==> config.mk <==
export PLATFORM = sky130hd
export DESIGN_NAME = truth_table_sweeper
export DESIGN_NICKNAME = d
export VERILOG_FILES = /design/src/rtl/truth_table_sweeper_pkg.sv /design/src/rtl/truth_table_sweeper_vector_counter.sv /design/src/rtl/truth_table_sweeper.sv
export SDC_FILE = /design/constraint.sdc
export NUM_CORES = 1
export LEC_CHECK = 0
export CAP_MARGIN = 20
export CORE_ASPECT_RATIO = 0.8
export CORE_MARGIN = 2
export CORE_UTILIZATION = 30
export CTS_CLUSTER_SIZE = 10
export DETAILED_ROUTE_END_ITERATION = 7
export MAX_ROUTING_LAYER = met4
export PLACE_DENSITY = 0.5
export RECOVER_POWER = 25
export SYNTH_ARGS = -nofsm -noshare
export SYNTH_HDL_FRONTEND = slang
export SYNTH_SLANG_ARGS = --single-unit
==> constraint.sdc <==
create_clock -name clk -period 5 [get_ports clk]
set_input_delay 1 -clock clk [delete_from_list [all_inputs] [get_ports clk]]
set_output_delay 1 -clock clk [all_outputs]
set_load 0.02 [all_outputs]
==> src/rtl/truth_table_sweeper_pkg.sv <==
// rtl/truth_table_sweeper_pkg.sv - shared types, defaults and priority encoder for the truth-table sweeper
package truth_table_sweeper_pkg;

  typedef enum logic [1:0] {
    IDLE  = 2'd0,
    DRIVE = 2'd1,
    CHECK = 2'd2,
    DONE  = 2'd3
  } sweep_state_t;

  localparam int DEF_N_IN     = 3;
  localparam int DEF_EVAL_LAT = 0;
  // Widest truth table the encoder handles (N_IN up to 6).
  localparam int MAX_VEC_W    = 64;

  // Lowest set bit index; 0 when the vector is empty.
  function automatic int first_set_index(input logic [MAX_VEC_W-1:0] vec);
    int result;
    result = 0;
    for (int i = MAX_VEC_W - 1; i >= 0; i--) begin
      if (vec[i]) result = i;
    end
    return result;
  endfunction

endpackage

==> src/rtl/truth_table_sweeper_vector_counter.sv <==
// rtl/truth_table_sweeper_vector_counter.sv - sweep index and per-vector latency counter
module sweep_vector_counter #(
  parameter int N_IN     = 3,
  parameter int EVAL_LAT = 0
) (
  input  logic            clk,
  input  logic            rst_n,
  input  logic            clear,
  input  logic            en,
  output logic [N_IN-1:0] idx,
  output logic            capture_en,
  output logic            last_vector
);

  localparam int CW = (EVAL_LAT > 0) ? $clog2(EVAL_LAT + 1) : 1;

  logic [CW-1:0] cnt;
  logic          cnt_at_end;

  assign cnt_at_end  = (cnt == CW'(EVAL_LAT));
  assign capture_en  = en & cnt_at_end;
  // Terminal compare stops the sweep; idx parks on the last vector instead of wrapping.
  assign last_vector = (idx == {N_IN{1'b1}});

  always_ff @(posedge clk or negedge rst_n) begin
    if (!rst_n) begin
      idx <= '0;
      cnt <= '0;
    end else if (clear) begin
      idx <= '0;
      cnt <= '0;
    end else if (en) begin
      if (cnt_at_end) begin
        cnt <= '0;
        if (!last_vector) idx <= idx + N_IN'(1);
      end else begin
        cnt <= cnt + CW'(1);
      end
    end
  end

endmodule

==> src/rtl/truth_table_sweeper.sv <==
// rtl/truth_table_sweeper.sv - sweeps all input vectors of an external function and checks its truth table
module truth_table_sweeper
  import truth_table_sweeper_pkg::*;
#(
  parameter int N_IN     = DEF_N_IN,
  parameter int EVAL_LAT = DEF_EVAL_LAT
) (
  input  logic                 clk,
  input  logic                 rst_n,
  input  logic                 start,
  input  logic                 abort,
  input  logic [(1<<N_IN)-1:0] exp_mask,
  output logic [N_IN-1:0]      abc,
  output logic                 abc_valid,
  input  logic                 y,
  output logic                 busy,
  output logic                 done,
  output logic                 pass,
  output logic [(1<<N_IN)-1:0] tt,
  output logic [(1<<N_IN)-1:0] mismatch,
  output logic                 fail_valid,
  output logic [N_IN-1:0]      first_fail
);

  localparam int VEC_W = 1 << N_IN;

  sweep_state_t         state;
  logic [VEC_W-1:0]     exp_q;
  logic [VEC_W-1:0]     mism_next;
  logic [MAX_VEC_W-1:0] mism_ext;
  logic [N_IN-1:0]      idx;
  logic                 capture_en;
  logic                 last_vector;
  logic                 accept;
  logic                 abort_run;

  assign accept    = (state == IDLE) && start && !abort;
  assign abort_run = abort && ((state == DRIVE) || (state == CHECK));
  assign mism_next = tt ^ exp_q;
  assign mism_ext  = MAX_VEC_W'(mism_next);

  assign abc       = (state == DRIVE) ? idx : '0;
  assign abc_valid = (state == DRIVE);
  assign busy      = (state != IDLE);

  sweep_vector_counter #(
    .N_IN     (N_IN),
    .EVAL_LAT (EVAL_LAT)
  ) u_counter (
    .clk         (clk),
    .rst_n       (rst_n),
    .clear       (accept | abort_run),
    .en          (state == DRIVE),
    .idx         (idx),
    .capture_en  (capture_en),
    .last_vector (last_vector)
  );

  always_ff @(posedge clk or negedge rst_n) begin
    if (!rst_n) begin
      state      <= IDLE;
      exp_q      <= '0;
      tt         <= '0;
      mismatch   <= '0;
      pass       <= 1'b0;
      fail_valid <= 1'b0;
      first_fail <= '0;
      done       <= 1'b0;
    end else begin
      done <= 1'b0;
      if (abort_run) begin
        state      <= IDLE;
        tt         <= '0;
        mismatch   <= '0;
        pass       <= 1'b0;
        fail_valid <= 1'b0;
        first_fail <= '0;
      end else begin
        case (state)
          IDLE: begin
            if (accept) begin
              exp_q <= exp_mask;
              tt    <= '0;
              state <= DRIVE;
            end
          end
          DRIVE: begin
            if (capture_en) begin
              tt[idx] <= y;
              if (last_vector) state <= CHECK;
            end
          end
          CHECK: begin
            mismatch   <= mism_next;
            pass       <= (mism_next == '0);
            fail_valid <= |mism_next;
            first_fail <= N_IN'(first_set_index(mism_ext));
            state      <= DONE;
          end
          DONE: begin
            // done is registered here so it lands in IDLE, after results settled in CHECK.
            done  <= 1'b1;
            state <= IDLE;
          end
          default: state <= IDLE;
        endcase
      end
    end
  end

endmodule
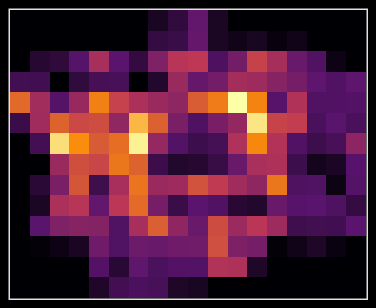
Run 1: signal metal coverage by tile
(4 px per µm) The die is cut into 18 by 14 equal tiles; black is low, pale yellow is high, scaled to the fullest tile. Values are wire area over tile area, all layers added.
tiles over half the peak: 14%
fullest tile: 0.38
mean over tiles: 0.095

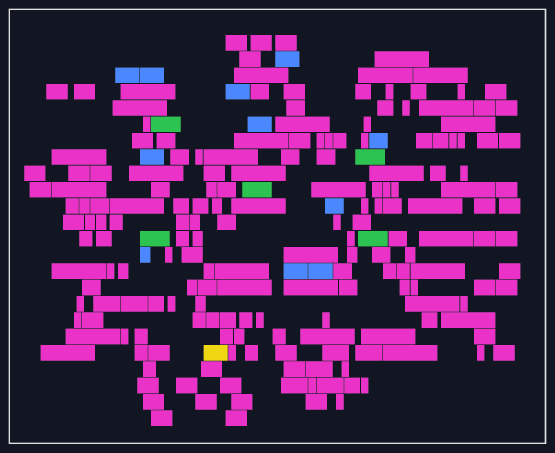
Run 1: sizing map
(6 px per µm)
| colour | size | cells | share |
|---|---|---|---|
| blue | drive 2 | 11 | 5.4% |
| green | drive 6 and up | 5 | 2.5% |
| yellow | drive 3 to 4 | 1 | 0.50% |
| magenta | drive 1 or less | 185 | 92% |

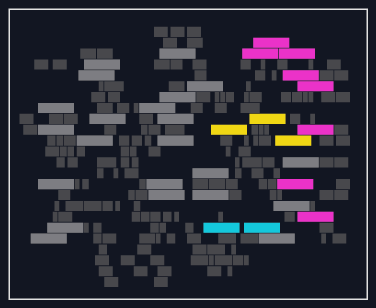
Run 1: register map, names as in the netlist
(4 px per µm) Other sequential cells in the stronger grey, the rest of the logic in the fainter grey.
| colour | netlist name | sequential cells |
|---|---|---|
| cyan | state | 2 |
| magenta | mismatch | 8 |
| yellow | first_fail | 3 |

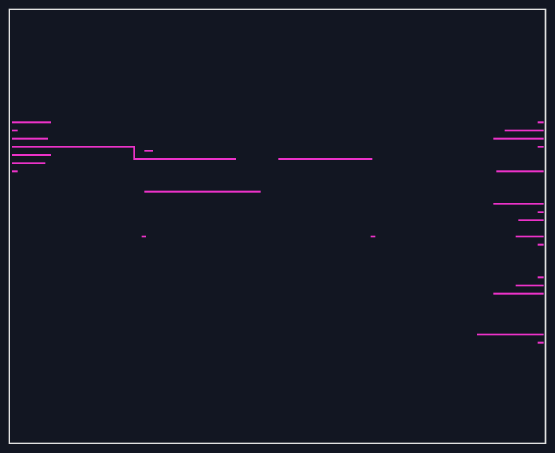
Run 1: signal wires on met3
(6 px per µm)
longest straight run: 20.2 µm
main direction: horizontal
wire length on this layer: 166 µm
nets with wire on the layer: 23
via count: 1350
WL final: 3970 µm

==> impl_metrics.csv, run 1 <==
group,metric,value,unit
yosys,ys.flop_type,"dfrtp_1",
yosys,ys_seq_frac,0.504,
worst_setup_path,worstSetupPathType,"flip-flop to output pin",
final_layout,drive_gt1_frac,0.0842,
yosys,ys_ff,35,
detailed_routing,drc_errors,0,
global_routing,globalRouteOverflowTotal,0,
worst_setup_path,endpoint,"abc[0]",
placement,numPortBuffers,39,
final_layout,layout.cells.most_common_list,"clkdlybuf4s50_1, dfrtp_1, nor2_1",
global_routing,grt.busiest_layer,"met2",
worst_setup_path,worst_setup_path_end_kind,"output pin",
global_routing,grt_pass1_vias,1272,
clocking,cts.sinks,35,
sta,maxSlewViolCount,36,
yosys,ys_area,1740,µm²
pwr,power.total,1360,µW
hold_path,min_to,"first_fail[2]$_DFFE_PN0P_",
sta,fin_setup_tns,0,ns
clocking,cts_tree,"yes",
sta,finalSetupViolCount,0,
sta,rsz0062_at_grt,"no",
yosys,yosys.area.top_type,"dfrtp_1",
final_layout,final_util,0.411,
worst_setup_path,r2r_cells,6,
placement,dp.cells,272,
sta,min_period,2.89,ns
final_layout,seq_share,0.385,
detailed_routing,viasPerCell,4.82,
final_layout,multi_input_comb_cells,113,
die,ios,40,
yosys,async_flop_share,1.00,
yosys,simple_gate_share,0.148,
clocking,holdBufCountCts,0,
detailed_routing,drtPass1Iterations,4,
worst_setup_path,r2r_end,"tt[7]$_DFFE_PN0P_",
placement,dpl-instance-area,2200,µm²
worst_setup_path,crit_arrival,1.89,ns
final_layout,area_delta_synth_final,30.7,%
final_layout,final_cells,280,
hold_path,hp-class,"flip-flop to flip-flop",
sta,max_freq,0.346,GHz
die,die-height,72.1,µm
sta,final.setup.worst_slack,2.11,ns
final_layout,largestClassByArea,"registers",
global_routing,grt_max_degree,36,
worst_setup_path,rr_startpoint,"state[0]$_DFFE_PN0P_",
worst_setup_path,cp_num_buf_inv,2,
final_layout,inv_count,6,
worst_setup_path,cp_cell_sequence,"inv_1 -> ha_1 -> and2_1 -> clkdlybuf4s50_1",
final_layout,seq_area,876,µm²
die,nWellTaps,78,
final_layout,fin_area,2270,µm²
global_routing,grtUsageMet1,0.179,
clocking,clk_pin_slew,0.07,ns
clocking,cts_setup_buffers,0,
die,core_area,5530,µm²
final_layout,nFillCells,568,
job,cap_violations,1,
yosys,edf_count,0,
final_layout,combGateArea,802,µm²
placement,place_congestion,0.748,
hold_path,hold-path-cell-count,2,
clocking,worstSkewPairLatency,0.28,ns
yosys,synth.distinct_cells,34,
clocking,clk_path_buf_depth,2,
detailed_routing,ant_nets,0,
global_routing,grt_use_met2,0.200,
final_layout,ff_count,35,
worst_setup_path,startpoint_type,"flip-flop",
final_layout,lay_top_count,"clkdlybuf4s50_1",
yosys,common_cells,"dfrtp_1, nor2_1, o21ai_0",
sta,worst_slew_pin_slew,1.86,ns
detailed_routing,drt_iter0_markers,56,
worst_setup_path,cp_max_fo,8,
yosys,syn_area,1740,µm²
yosys,postSynthCellCount,160,
pwr,peakVddDrop,0.197,mV
final_layout,reg_top3,"exp_q x8, mismatch x8, tt x8",
die,fp-row-count,24,
final_layout,bufAreaShareNonClock,0.173,
global_routing,antenna_found_initial,0,
pwr,power.density,597,nW/µm²
final_layout,sh_comb_area,0.353,
global_routing,grt_pass1_wl,6340,µm
worst_setup_path,crit_required,4.00,ns
clocking,cts-root-buf,"clkbuf_8",
worst_setup_path,critPathSlowestCell,"clkdlybuf4s50_1",
worst_setup_path,path_depth,4,
sta,finClkSkew,0.00387,ns
clocking,cts_buffers,5,
yosys,yosysTopAreaCellShare,0.504,
yosys,synth_xor_xnor_area_share,0.0453,
yosys,aoi_share,0.154,
sta,hold_violations,0,
worst_setup_path,worstSetupStartpoint,"state[1]$_DFFE_PN0P_",
global_routing,grt_usage,0.132,
final_layout,n_all_buffers,40,
yosys,ys.warnings.count,0,
yosys,synth_nets,180,
outcome,outcome,"finished, violations left",
worst_setup_path,rrSetupSlack,2.91,ns
worst_setup_path,critical-path-top-delay-family,"buffers and inverters",
yosys,syn_avg_cell_area,10.9,µm²
clocking,h-tree-depth,2,
die,chip_area,6430,µm²
yosys,ys_cells,160,
die,initCoreUtil,0.315,
detailed_routing,wire_per_inst,14.2,µm
hold_path,min_from,"first_fail[2]$_DFFE_PN0P_",
placement,dp_hpwl,2990,µm
worst_setup_path,max_stage_delay,0.60,ns
sta,whs,0.501,ns
pwr,leakage,0.000966,µW
sta,slew_headroom,-0.237,
sta,min_period_over_period,0.578,
yosys,topCombFamilyByArea,"AND-OR/OR-AND gates",
yosys,synthAdderAreaFrac,0.0504,
job,tool_warnings,30,
final_layout,final-clk-cell-share,0.0358,
final_layout,insertedDiodeCount,0,
clocking,post_cts_resized,0,
die,die_w,89.1,µm
yosys,synthMostInstantiatedCell,"dfrtp_1",
final_layout,clock_buffers,7,
outcome,violations,"max-capacitance violations, max-slew violations",
final_layout,nets,221,
placement,place_ws,2.13,ns
[run 1: power breakdown]
group | switching [µW] | internal [µW]
clock network | 99.8 | 97.7
logic | 383 | 311
registers | 81.5 | 384
total | 565 | 792
[run 1: logic make-up (layout without fill, tap and decap cells)]
kind of cell             after synthesis  after routing
multiplexers                          10             10
AND-OR/OR-AND                         37             37
buffers and inverters                 12             54
adder cells (fa/ha/maj)                7              7
XOR/XNOR                               9              9
flip-flops                            35             35
AND/OR/NAND/NOR                       50             50
[run 1: routing by layer]
| layer | share of wire | wire [µm] |
|---|---|---|
| met3 | 0.042 | 165 |
| met4 | 0.0068 | 27 |
| met1 | 0.50 | 1990 |
| met5 | 0 | 0 |
| met2 | 0.45 | 1790 |
Run 1, clock routing:
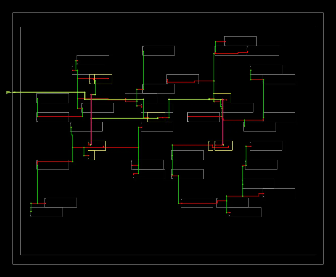

==> run 1 -> run 2 <==
--- a/config.mk
+++ b/config.mk
@@ -12,7 +12,7 @@
 export CTS_CLUSTER_SIZE = 10
 export DETAILED_ROUTE_END_ITERATION = 7
 export MAX_ROUTING_LAYER = met4
-export PLACE_DENSITY = 0.5
+export PLACE_DENSITY = 0.52
 export RECOVER_POWER = 25
 export SYNTH_ARGS = -nofsm -noshare
 export SYNTH_HDL_FRONTEND = slang
==> constraint.sdc (replaced) <==
create_clock -name clk -period 2.4 [get_ports clk]
set_input_delay 0.48 -clock clk [delete_from_list [all_inputs] [get_ports clk]]
set_output_delay 0.48 -clock clk [all_outputs]
set_load 0.02 [all_outputs]
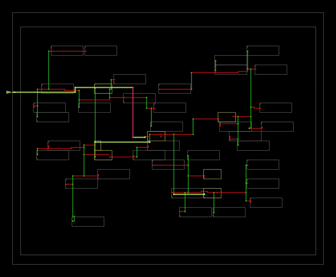
Run 2: clock routing
clock buffer count from CTS: 5
Worst Clk Skew: 0.00559 ns

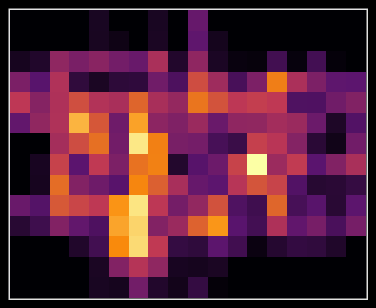
Run 2: signal metal coverage by tile
(4 px per µm) The die is cut into 18 by 14 equal tiles; black is low, pale yellow is high, scaled to the fullest tile. Values are wire area over tile area, all layers added.
mean over tiles: 0.099
densest ninth of the die: centre
tiles over half the peak: 17%
emptiest ninth of the die: south-east
Avg WL per Cell: 14.6 µm
via count: 1359
Tot GR Track Use: 0.145
WL final: 4100 µm

==> impl_metrics.csv, run 2 <==
group,metric,value,unit
final_layout,nets,223,
yosys,ys_ff,35,
sta,min_period,2.30,ns
yosys,synth.distinct_cells,34,
clocking,clk_path_buf_depth,2,
final_layout,reg_top3,"exp_q x8, mismatch x8, tt x8",
detailed_routing,ant_nets,0,
yosys,edf_count,0,
pwr,p_sw,1180,µW
yosys,synth_xor_xnor_area_share,0.0453,
worst_setup_path,crit_arrival,1.82,ns
detailed_routing,drtPass1Iterations,4,
clocking,clk_pin_slew,0.07,ns
clocking,cts_tree,"yes",
yosys,common_cells,"dfrtp_1, nor2_1, o21ai_0",
yosys,ys_area,1740,µm²
clocking,worstSkewPairLatency,0.28,ns
sta,slew_headroom,0.420,
die,die_w,89.1,µm
outcome,outcome,"complete, no violations",
global_routing,grtUsageMet1,0.211,
final_layout,clock_buffers,6,
yosys,synth_nets,180,
global_routing,grt.busiest_layer,"met1",
worst_setup_path,r2r_cells,6,
worst_setup_path,critPathSlowestCell,"clkdlybuf4s50_1",
clocking,holdBufCountCts,0,
die,fp-row-count,24,
detailed_routing,highest_layer,"met4",
placement,dpl-instance-area,2210,µm²
worst_setup_path,rr_startpoint,"u_counter.idx[0]$_DFFE_PN0P_",
final_layout,drive_gt1_frac,0.108,
pwr,power.total,2870,µW
die,initCoreUtil,0.315,
clocking,post_cts_resized,0,
final_layout,ff_count,35,
pwr,comb_power_share,0.514,
clocking,cts-root-buf,"clkbuf_8",
hold_path,hold-path-cell-count,1,
sta,min_period_over_period,0.957,
die,die-height,72.1,µm
final_layout,bufAreaShareNonClock,0.179,
sta,worst_slew_pin_slew,0.870,ns
detailed_routing,viasPerCell,4.84,
yosys,ys_cells,160,
placement,dp_hpwl,3100,µm
worst_setup_path,worst_setup_path_end_kind,"output pin",
final_layout,nFillCells,557,
final_layout,area_delta_synth_final,32.3,%
pwr,seqPwrFrac,0.339,
hold_path,hp-class,"flip-flop to flip-flop",
sta,finalSetupViolCount,0,
final_layout,final_util,0.416,
global_routing,grt_pass1_vias,1312,
yosys,syn_avg_cell_area,10.9,µm²
pwr,power_leader,"combinational cells",
sta,hold_violations,0,
job,tool_warnings,30,
pwr,peakVddDrop,0.431,mV
detailed_routing,wl_met1,2030,µm
yosys,ys.warnings.count,0,
die,chip_area,6430,µm²
worst_setup_path,cp_max_fo,8,
final_layout,lay_top_count,"clkdlybuf4s50_1",
sta,max_freq,0.435,GHz
final_layout,combGateArea,805,µm²
job,cap_violations,0,
final_layout,sh_comb_area,0.350,
final_layout,seq_share,0.381,
pwr,clock_power_share,0.148,
hold_path,min_to,"first_fail[1]$_DFFE_PN0P_",
hold_path,min_from,"first_fail[1]$_DFFE_PN0P_",
final_layout,largestClassByArea,"registers",
yosys,simple_gate_share,0.148,
pwr,leakage,0.000999,µW
placement,place_ws,0.340,ns
clocking,cts_setup_buffers,0,
placement,numPortBuffers,39,
-- run 2: how the worst max path moves through the flow --
stage / start / cells after the start / end / slack (ns)
after detailed placement: state[1]$_DFFE_PN0P_ / 4 / abc[1] / 0.34
after floorplan: state[1]$_DFFE_PN0P_ / 3 / abc[0] / 0.80
after global placement: state[1]$_DFFE_PN0P_ / 4 / abc[0] / 0.41
final: state[1]$_DFFE_PN0P_ / 4 / abc[1] / 0.10
after global routing: state[1]$_DFFE_PN0P_ / 4 / abc[2] / 0.003
after CTS: state[1]$_DFFE_PN0P_ / 4 / abc[0] / 0.02
-- run 2: metrics by stage --
stage | hold slack, ns | std cells
after global placement | 0.478 | 274
after global routing | 0.534 | 281
after detailed placement | 0.496 | 274
final | 0.512 | 281
after floorplan | 0.184 | 160
after CTS | 0.512 | 281
==> run 2 -> run 3 <==
--- a/config.mk
+++ b/config.mk
@@ -5,6 +5,7 @@
 export SDC_FILE = /design/constraint.sdc
 export NUM_CORES = 1
 export LEC_CHECK = 0
+export ABC_CLOCK_PERIOD_IN_PS = 2400
 export CAP_MARGIN = 20
 export CORE_ASPECT_RATIO = 0.8
 export CORE_MARGIN = 2
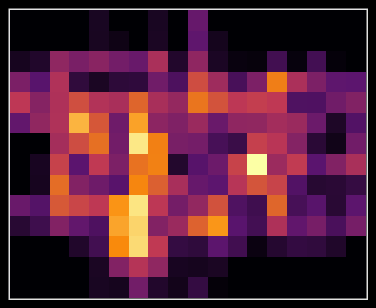
Run 3: signal metal coverage by tile
(4 px per µm) The die is cut into 18 by 14 equal tiles; black is low, pale yellow is high, scaled to the fullest tile. Values are wire area over tile area, all layers added.

==> impl_metrics.csv, run 3 <==
group,metric,value,unit
outcome,outcome,"complete, no violations",
sta,max_freq,0.435,GHz
job,cap_violations,0,
detailed_routing,wire_per_inst,14.6,µm
yosys,ys_area,1740,µm²
placement,numPortBuffers,39,
pwr,pg_comb,1470,µW
clocking,clk_pin_slew,0.07,ns
worst_setup_path,crit_arrival,1.82,ns
pwr,leakage,0.000999,µW
hold_path,hold-path-cell-count,1,
hold_path,min_to,"first_fail[1]$_DFFE_PN0P_",
pwr,p_sw,1180,µW
worst_setup_path,worstSetupStartpoint,"state[1]$_DFFE_PN0P_",
final_layout,drive_gt1_frac,0.108,
clocking,cts_buffers,5,
yosys,common_cells,"dfrtp_1, nor2_1, o21ai_0",
die,fp-row-count,24,
global_routing,grt_usage,0.145,
placement,dp.cells,274,
job,tool_warnings,30,
pwr,power_leader,"combinational cells",
detailed_routing,drc_errors,0,
global_routing,globalRouteOverflowTotal,0,
yosys,syn_avg_cell_area,10.9,µm²
placement,dp_hpwl,3100,µm
pwr,clock_power_share,0.148,
placement,place_ws,0.340,ns
yosys,postSynthCellCount,160,
global_routing,grtUsageMet1,0.211,
global_routing,grt_pass1_wl,6840,µm
worst_setup_path,critPathSlowestCell,"clkdlybuf4s50_1",
sta,whs,0.512,ns
worst_setup_path,worstSetupPathType,"flip-flop to output pin",
pwr,power.density,1250,nW/µm²
detailed_routing,viasPerCell,4.84,
sta,min_period,2.30,ns
final_layout,nets,223,
worst_setup_path,cp_max_fo,8,
detailed_routing,vias,1359,
clocking,clk_path_buf_depth,2,
worst_setup_path,rrSetupSlack,0.54,ns
worst_setup_path,rr_startpoint,"u_counter.idx[0]$_DFFE_PN0P_",
final_layout,final_cells,281,
sta,slew_headroom,0.420,
final_layout,reg_top3,"exp_q x8, mismatch x8, tt x8",
sta,hold_violations,0,
yosys,edf_count,0,
pwr,seqPwrFrac,0.339,
worst_setup_path,path_depth,4,
die,chip_area,6430,µm²
pwr,peakVddDrop,0.431,mV
yosys,ys_ff,35,
detailed_routing,wl_met1,2030,µm
die,initCoreUtil,0.315,
yosys,ys_cells,160,
yosys,synth_nets,180,
die,die-height,72.1,µm
global_routing,antenna_found_initial,0,
detailed_routing,ant_nets,0,
pwr,power.total,2870,µW
placement,dpl-instance-area,2210,µm²
clocking,cts_tree,"yes",
clocking,post_cts_resized,0,
final_layout,lay_top_count,"clkdlybuf4s50_1",
global_routing,grt.busiest_layer,"met1",
yosys,ys.flop_type,"dfrtp_1",
clocking,cts_setup_buffers,0,
detailed_routing,drt_iter0_markers,50,
hold_path,min_from,"first_fail[1]$_DFFE_PN0P_",
worst_setup_path,worst_setup_path_end_kind,"output pin",
detailed_routing,drtPass1Iterations,4,
hold_path,hp-class,"flip-flop to flip-flop",
sta,worst_slew_pin_slew,0.870,ns
worst_setup_path,endpoint,"abc[1]",
die,die_w,89.1,µm
sta,min_period_over_period,0.957,
yosys,area_leaders,"dfrtp_1, mux2_2, ha_1",
final_layout,final_util,0.416,
worst_setup_path,r2r_cells,6,
yosys,ys.warnings.count,0,
pwr,comb_power_share,0.514,
clocking,cts-root-buf,"clkbuf_8",
sta,finalSetupViolCount,0,
yosys,synth.distinct_cells,34,
sta,final.setup.worst_slack,0.102,ns
sta,finClkSkew,0.00559,ns
global_routing,grt_pass1_vias,1312,
final_layout,area_delta_synth_final,32.3,%
detailed_routing,drt_wl_total,4100,µm
clocking,worstSkewPairLatency,0.28,ns
clocking,holdBufCountCts,0,
detailed_routing,highest_layer,"met4",
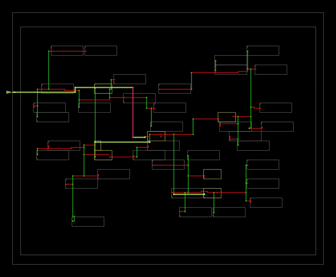
Run 3: clock routing
Clock net power: 424 µW
registers: 35

-- run 3: cell counts after synthesis --
Identical to the previous run, type by type.
-- run 3: layout make-up --
class,count,area (µm²)
flip-flops and latches,35,876
inverters,6,22.5
fillers,557,3220
repair buffers,42,413
clock buffers,6,82.6
well taps,78,97.6
clock inverters,1,5.00
multi-input cells,113,805
-- run 3: cell families (layout without fill, tap and decap cells) --
group                      Yosys count  in the layout  share of synthesized area
DFF                                 35             35                      0.504
adders and majority gates            7              7                     0.0504
AOI/OAI and AO/OA                   37             37                      0.154
muxes                               10             10                     0.0633
xor gates and xnor gates             9              9                     0.0453
buffers and inverters               12             55                     0.0353
and+or+nand+nor                     50             50                      0.148
Power and IR drop assume default switching activity.
